<file path="src/rtl/mips_multicycle_ctrl_pkg.sv">
// Shared encodings for the multicycle MIPS control path: FSM states, opcodes,
// funct codes, ALUOp and the ALUControl codes the ALU decodes.
package mips_defs;

    localparam logic [3:0] ST_FETCH   = 4'd0;
    localparam logic [3:0] ST_DECODE  = 4'd1;
    localparam logic [3:0] ST_MEMADR  = 4'd2;
    localparam logic [3:0] ST_MEMRD   = 4'd3;
    localparam logic [3:0] ST_MEMWB   = 4'd4;
    localparam logic [3:0] ST_MEMWR   = 4'd5;
    localparam logic [3:0] ST_RTYPEEX = 4'd6;
    localparam logic [3:0] ST_RTYPEWB = 4'd7;
    localparam logic [3:0] ST_BEQEX   = 4'd8;
    localparam logic [3:0] ST_ADDIEX  = 4'd9;
    localparam logic [3:0] ST_ADDIWB  = 4'd10;
    localparam logic [3:0] ST_JEX     = 4'd11;

    typedef enum logic [3:0] {
        FETCH   = ST_FETCH,
        DECODE  = ST_DECODE,
        MEMADR  = ST_MEMADR,
        MEMRD   = ST_MEMRD,
        MEMWB   = ST_MEMWB,
        MEMWR   = ST_MEMWR,
        RTYPEEX = ST_RTYPEEX,
        RTYPEWB = ST_RTYPEWB,
        BEQEX   = ST_BEQEX,
        ADDIEX  = ST_ADDIEX,
        ADDIWB  = ST_ADDIWB,
        JEX     = ST_JEX
    } state_t;

    localparam logic [5:0] OP_RTYPE = 6'b000000;
    localparam logic [5:0] OP_LW    = 6'b100011;
    localparam logic [5:0] OP_SW    = 6'b101011;
    localparam logic [5:0] OP_BEQ   = 6'b000100;
    localparam logic [5:0] OP_ADDI  = 6'b001000;
    localparam logic [5:0] OP_J     = 6'b000010;

    localparam logic [5:0] FN_ADD = 6'b100000;
    localparam logic [5:0] FN_SUB = 6'b100010;
    localparam logic [5:0] FN_AND = 6'b100100;
    localparam logic [5:0] FN_OR  = 6'b100101;
    localparam logic [5:0] FN_SLT = 6'b101010;

    localparam logic [1:0] ALUOP_ADD   = 2'b00;
    localparam logic [1:0] ALUOP_SUB   = 2'b01;
    localparam logic [1:0] ALUOP_FUNCT = 2'b10;

    localparam logic [2:0] ALUC_AND = 3'b000;
    localparam logic [2:0] ALUC_OR  = 3'b001;
    localparam logic [2:0] ALUC_ADD = 3'b010;
    localparam logic [2:0] ALUC_SUB = 3'b110;
    localparam logic [2:0] ALUC_SLT = 3'b111;

    localparam logic [1:0] SRCB_REG    = 2'b00;
    localparam logic [1:0] SRCB_FOUR   = 2'b01;
    localparam logic [1:0] SRCB_IMM    = 2'b10;
    localparam logic [1:0] SRCB_IMMSH2 = 2'b11;

    localparam logic [1:0] PCSRC_ALU    = 2'b00;
    localparam logic [1:0] PCSRC_ALUOUT = 2'b01;
    localparam logic [1:0] PCSRC_JUMP   = 2'b10;

endpackage

</file>
<file path="src/rtl/mips_multicycle_ctrl_alu_decoder.sv">
// ALU decoder: maps ALUOp and the R-type funct field onto ALUControl.
module alu_decoder
    import mips_defs::*;
(
    input  logic [1:0] aluop,
    input  logic [5:0] funct,
    output logic [2:0] alucontrol
);

    always_comb begin
        alucontrol = ALUC_AND;
        case (aluop)
            ALUOP_ADD: alucontrol = ALUC_ADD;
            ALUOP_SUB: alucontrol = ALUC_SUB;
            ALUOP_FUNCT: begin
                case (funct)
                    FN_ADD:  alucontrol = ALUC_ADD;
                    FN_SUB:  alucontrol = ALUC_SUB;
                    FN_AND:  alucontrol = ALUC_AND;
                    FN_OR:   alucontrol = ALUC_OR;
                    FN_SLT:  alucontrol = ALUC_SLT;
                    default: alucontrol = ALUC_AND;
                endcase
            end
            default: alucontrol = ALUC_AND;
        endcase
    end

endmodule

</file>
<file path="src/rtl/mips_multicycle_ctrl.sv">
// Multicycle MIPS control FSM. Define MC_CTRL_MEM_HANDSHAKE_EN to let mem_ready
// stall FETCH/MEMRD/MEMWR; otherwise every memory access completes in one cycle.
//
// state   | meaning
// FETCH   | read instruction at PC, PC += 4
// DECODE  | branch target into ALUOut, dispatch on Op
// MEMADR  | compute lw/sw effective address
// MEMRD   | read data memory
// MEMWB   | write MDR to rt
// MEMWR   | write data memory
// RTYPEEX | ALU op on A, B
// RTYPEWB | write ALUOut to rd
// BEQEX   | compare A, B; take branch on Zero
// ADDIEX  | A + SignImm
// ADDIWB  | write ALUOut to rt
// JEX     | load jump target into PC
module mips_multicycle_ctrl
    import mips_defs::*;
(
    input  logic       clk,
    input  logic       rst_n,
    input  logic [5:0] Op,
    input  logic [5:0] Funct,
    input  logic       Zero,
    input  logic       mem_ready,
    output logic       IorD,
    output logic       MemWrite,
    output logic       IRWrite,
    output logic       RegDst,
    output logic       MemtoReg,
    output logic       RegWrite,
    output logic       ALUSrcA,
    output logic [1:0] ALUSrcB,
    output logic [1:0] PCSrc,
    output logic       PCEn,
    output logic [2:0] ALUControl,
    output logic       illegal_op
);

    state_t     state;
    logic       mem_go;
    logic [1:0] aluop;
    logic       pcwrite;
    logic       branch;
    logic       memwrite_s;
    logic       irwrite_s;
    logic       regwrite_s;

`ifdef MC_CTRL_MEM_HANDSHAKE_EN
    assign mem_go = mem_ready;
`else
    assign mem_go = mem_ready | 1'b1;
`endif

    always_ff @(posedge clk or negedge rst_n) begin
        if (!rst_n) begin
            state <= FETCH;
        end else begin
            case (state)
                FETCH:   if (mem_go) state <= DECODE;
                DECODE: begin
                    case (Op)
                        OP_LW, OP_SW: state <= MEMADR;
                        OP_RTYPE:     state <= RTYPEEX;
                        OP_BEQ:       state <= BEQEX;
                        OP_ADDI:      state <= ADDIEX;
                        OP_J:         state <= JEX;
                        default:      state <= FETCH;
                    endcase
                end
                MEMADR:  state <= (Op == OP_SW) ? MEMWR : MEMRD;
                MEMRD:   if (mem_go) state <= MEMWB;
                MEMWB:   state <= FETCH;
                MEMWR:   if (mem_go) state <= FETCH;
                RTYPEEX: state <= RTYPEWB;
                RTYPEWB: state <= FETCH;
                BEQEX:   state <= FETCH;
                ADDIEX:  state <= ADDIWB;
                ADDIWB:  state <= FETCH;
                JEX:     state <= FETCH;
                default: state <= FETCH;
            endcase
        end
    end

    always_comb begin
        IorD       = 1'b0;
        memwrite_s = 1'b0;
        irwrite_s  = 1'b0;
        RegDst     = 1'b0;
        MemtoReg   = 1'b0;
        regwrite_s = 1'b0;
        ALUSrcA    = 1'b0;
        ALUSrcB    = SRCB_REG;
        PCSrc      = PCSRC_ALU;
        aluop      = ALUOP_ADD;
        pcwrite    = 1'b0;
        branch     = 1'b0;
        illegal_op = 1'b0;
        case (state)
            FETCH: begin
                ALUSrcB   = SRCB_FOUR;
                irwrite_s = mem_go;
                pcwrite   = mem_go;
            end
            DECODE: begin
                ALUSrcB = SRCB_IMMSH2;
                case (Op)
                    OP_LW, OP_SW, OP_RTYPE, OP_BEQ, OP_ADDI, OP_J: illegal_op = 1'b0;
                    default: illegal_op = 1'b1;
                endcase
            end
            MEMADR: begin
                ALUSrcA = 1'b1;
                ALUSrcB = SRCB_IMM;
            end
            MEMRD:   IorD = 1'b1;
            MEMWB: begin
                MemtoReg   = 1'b1;
                regwrite_s = 1'b1;
            end
            MEMWR: begin
                IorD       = 1'b1;
                memwrite_s = 1'b1;
            end
            RTYPEEX: begin
                ALUSrcA = 1'b1;
                aluop   = ALUOP_FUNCT;
            end
            RTYPEWB: begin
                RegDst     = 1'b1;
                regwrite_s = 1'b1;
            end
            BEQEX: begin
                ALUSrcA = 1'b1;
                aluop   = ALUOP_SUB;
                PCSrc   = PCSRC_ALUOUT;
                branch  = 1'b1;
            end
            ADDIEX: begin
                ALUSrcA = 1'b1;
                ALUSrcB = SRCB_IMM;
            end
            ADDIWB:  regwrite_s = 1'b1;
            JEX: begin
                PCSrc   = PCSRC_JUMP;
                pcwrite = 1'b1;
            end
            default: ;
        endcase
    end

    // Write enables are killed combinationally so nothing fires while reset is held.
    assign MemWrite = memwrite_s & rst_n;
    assign IRWrite  = irwrite_s & rst_n;
    assign RegWrite = regwrite_s & rst_n;
    assign PCEn     = (pcwrite | (branch & Zero)) & rst_n;

    alu_decoder u_alu_decoder (
        .aluop      (aluop),
        .funct      (Funct),
        .alucontrol (ALUControl)
    );

endmodule

</file>
<file path="config.mk">
export PLATFORM = sky130hd
export DESIGN_NAME = mips_multicycle_ctrl
export DESIGN_NICKNAME = d
export VERILOG_FILES = /design/src/rtl/mips_multicycle_ctrl_pkg.sv /design/src/rtl/mips_multicycle_ctrl_alu_decoder.sv /design/src/rtl/mips_multicycle_ctrl.sv
export SDC_FILE = /design/constraint.sdc
export NUM_CORES = 1
export LEC_CHECK = 0
export CORE_AREA = 2 2 45 47
export CTS_CLUSTER_DIAMETER = 150
export DETAILED_ROUTE_END_ITERATION = 8
export DIE_AREA = 0 0 47 49
export PLACE_DENSITY = 0.76
export SETUP_SLACK_MARGIN = 0.4
export SYNTH_ARGS = -nofsm -noshare
export SYNTH_HDL_FRONTEND = slang
export SYNTH_HIERARCHICAL = 1
export SYNTH_SLANG_ARGS = --single-unit
</file>
<file path="constraint.sdc">
create_clock -name clk -period 1.4 [get_ports clk]
set_input_delay 0.21 -clock clk [delete_from_list [all_inputs] [get_ports clk]]
set_output_delay 0.21 -clock clk [all_outputs]
set_load 0.03 [all_outputs]
</file>
==> run summary <==
Critical path capture point - ALUControl[2]
DP HPWL - 1660 um
# Cells Yosys - 74
Row cnt - 16
Outcome - complete, but fails checks
Endpoint class of the critical path - output pin
Number of I/O pins - 32
Synth Area in Simple Gates - 39.3%
Worst setup margin - -0.345 ns
WL final - 2500 um
Logic area - 656 um2
GR Util met1 - 24.2%
Adder share - 0%
Max reg flops - 4
Hold WC Path Type - input port to asynchronous set/reset pin
Average size of a mapped cell - 7.57 um2
Crit path kind - flop to output pin
Buffering overhead - 45.6%
Syn Std Cell Area - 561 um2
CTS clk-pin slew, worst paths - 0.04 ns
Worst Tran Pin Value - 0.337 ns
Crit path time final - 1.75 ns
CP delay by family, top - simple AND/OR/NAND/NOR gates
Reg-to-reg setup timing slack - 0.03 ns
Finished layout cell area - 1540 um2
Met2 WL - 1430 um
Crit path max fanout - 4
Clock-cell share of area - 1.46%
Largest logic family - simple AND/OR/NAND/NOR gates
Number of buffers added on ports - 30
Root buffer cell - clkbuf_4
Signal inverters - 5
Slew headroom - 77.4%
Flop pwr share - 10.5%
Regs by FF count - state (4)
Mux area share - 0%
Max H-tree Level - 1
Die width - 47 um
Comb pwr share - 83.2%
Wl on met1 - 970 um
Buf/Inv on CP - 1
Routed WL per cell - 14.7 um
Cell Type Count - 37
Synth Seq Share - 17.9%
FF+latch area - 104 um2
Static Leak - 0.678 nW
Final Util - 83.5%
Synth warn - 6
Count of plain and timing-repair buffers - 72
Final period util - 125%
Initial antenna violation count - 0
Post-synth ARST share - 100%
CTS tree - yes
DR top layer - met4
Pins Over Slew Limit - 0
CP Launch Type - flop
Setup violators final - 17
Synthesized flop and latch total - 4
Post-synth EDFFs - 0
Synth Instances - 74
Gr busiest metal - met2
Chip area - 2300 um2
Flop share of the area - 6.75%
CP max stage cell - dfrtp_1
WL met3 - 81 um
Most frequent logic cell in the layout - buf_6
Failing checks - negative setup slack
Hold_ws - 0.354 ns
Die height - 49 um
First-pass GRT wire length - 3700 um
Latency at later pin - 0.23 ns
DR vias - 884
Core Area - 1840 um2
Main flop type - dfrtp_1
Area Growth Syn to Fin - 174%
Post-cts resize count - 66
Worst flop-to-flop path endpoint - state[1]
Pre-Place Util - 30.4%
Fmax - 573 MHz
Pint - 1.27 mW
Dpl cell area - 1220 um2
Largest net degree at the start of global routing - 8
Tot GR Track Use - 21.9%
Logic Gate Count - 59
Final Hold Fails - 0
Setup bufs post-CTS - 7
Max Cap Viol - 0
Tap cells - 27
M2 GR Usage - 40.9%
Cts bufs inserted - 3
Crit path DRT - 1.19 ns
Flop Count - 4
Dominant logic cell types in the final layout - 29 x buf_6, 28 x buf_4, 8 x clkdlybuf4s50_1
Worst-path cell chain - nand2b_4, nor3_4, nor3b_4, a41o_2, buf_6
Peak VDD IR - 0.000999 V
Pwr Density - 1480 nW/um2
Biggest register - state
Antenna diode count - 0
Synthesized netlist net count - 90
Maximum clock insertion buffer count - 2
Fill count - 108
Post-layout nets - 161
DR iter-0 viols - 8
Critical R2R Launch - state[1]
[power groups by stage]
stage	sequential (mW)	clock, mW	combinational [mW]
3_5_place_dp	0.232	0	1.40
6_report	0.240	0.143	1.89
5_1_grt	0.245	0.156	1.98
4_1_cts	0.232	0.142	1.74
3_3_place_gp	0.233	0	1.39
2_1_floorplan	0.191	0	0.947
[Yosys cell counts (all sizes together) (2+ instances only)]
master,number,area share (%)
a211oi,2,2.7
a21oi,3,2.7
and3,4,4.7
and4bb,2,4.5
clkbuf,5,3.3
dfrtp,4,18
inv,5,3.3
nand2b,6,6.7
nor2,8,5.4
nor2b,2,2.2
nor3,5,4.5
o21ai,3,2.7
xor2,2,3.1
Fig. 1: power grid
The bar under the picture is 10 um long. Pins as bars on the die edge.
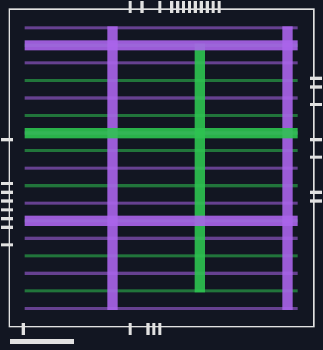
| colour | net |
|---|---|
| purple | VSS |
| green | VDD |
met4 straps: 3
met1 rails: 17
rows: 16

Fig. 2: placed cells, one colour a class
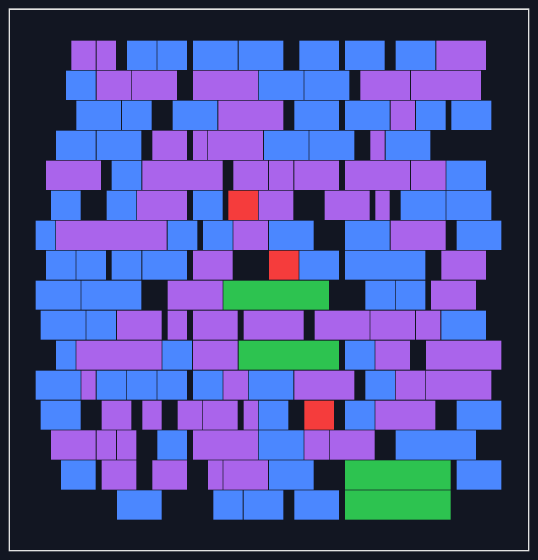
| colour | class | cells | share of their area |
|---|---|---|---|
| purple | all other logic | 64 | 45% |
| red | cells driving clock nets | 3 | 1.5% |
| green | flip-flops | 4 | 6.9% |
| blue | other buffers and delay cells | 72 | 47% |

Fig. 3: clock network drawn from the DEF
The bar under the picture is 10 um long.
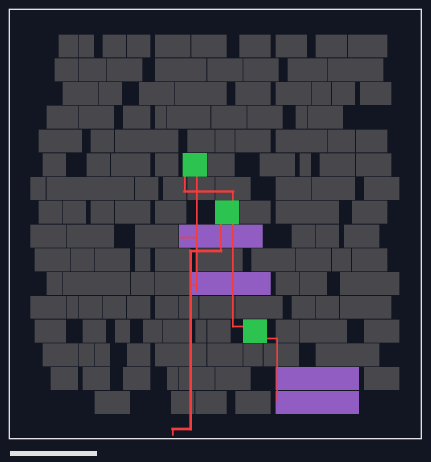
[green] cells driving clock nets | count: 3
[purple] flip-flops | count: 4
[red] clock wires | length: 85.2 um
routed clock nets: 4

Fig. 4: wiring by layer
The bar under the picture is 10 um long.
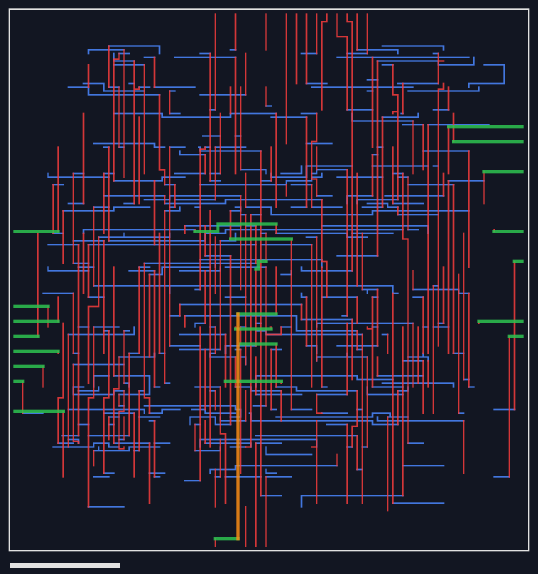
| colour | layer | wire length |
|---|---|---|
| red | met2 | 1,430 um |
| orange | met4 | 20.4 um |
| blue | met1 | 971 um |
| green | met3 | 81.2 um |

Power and IR drop assume default switching activity.
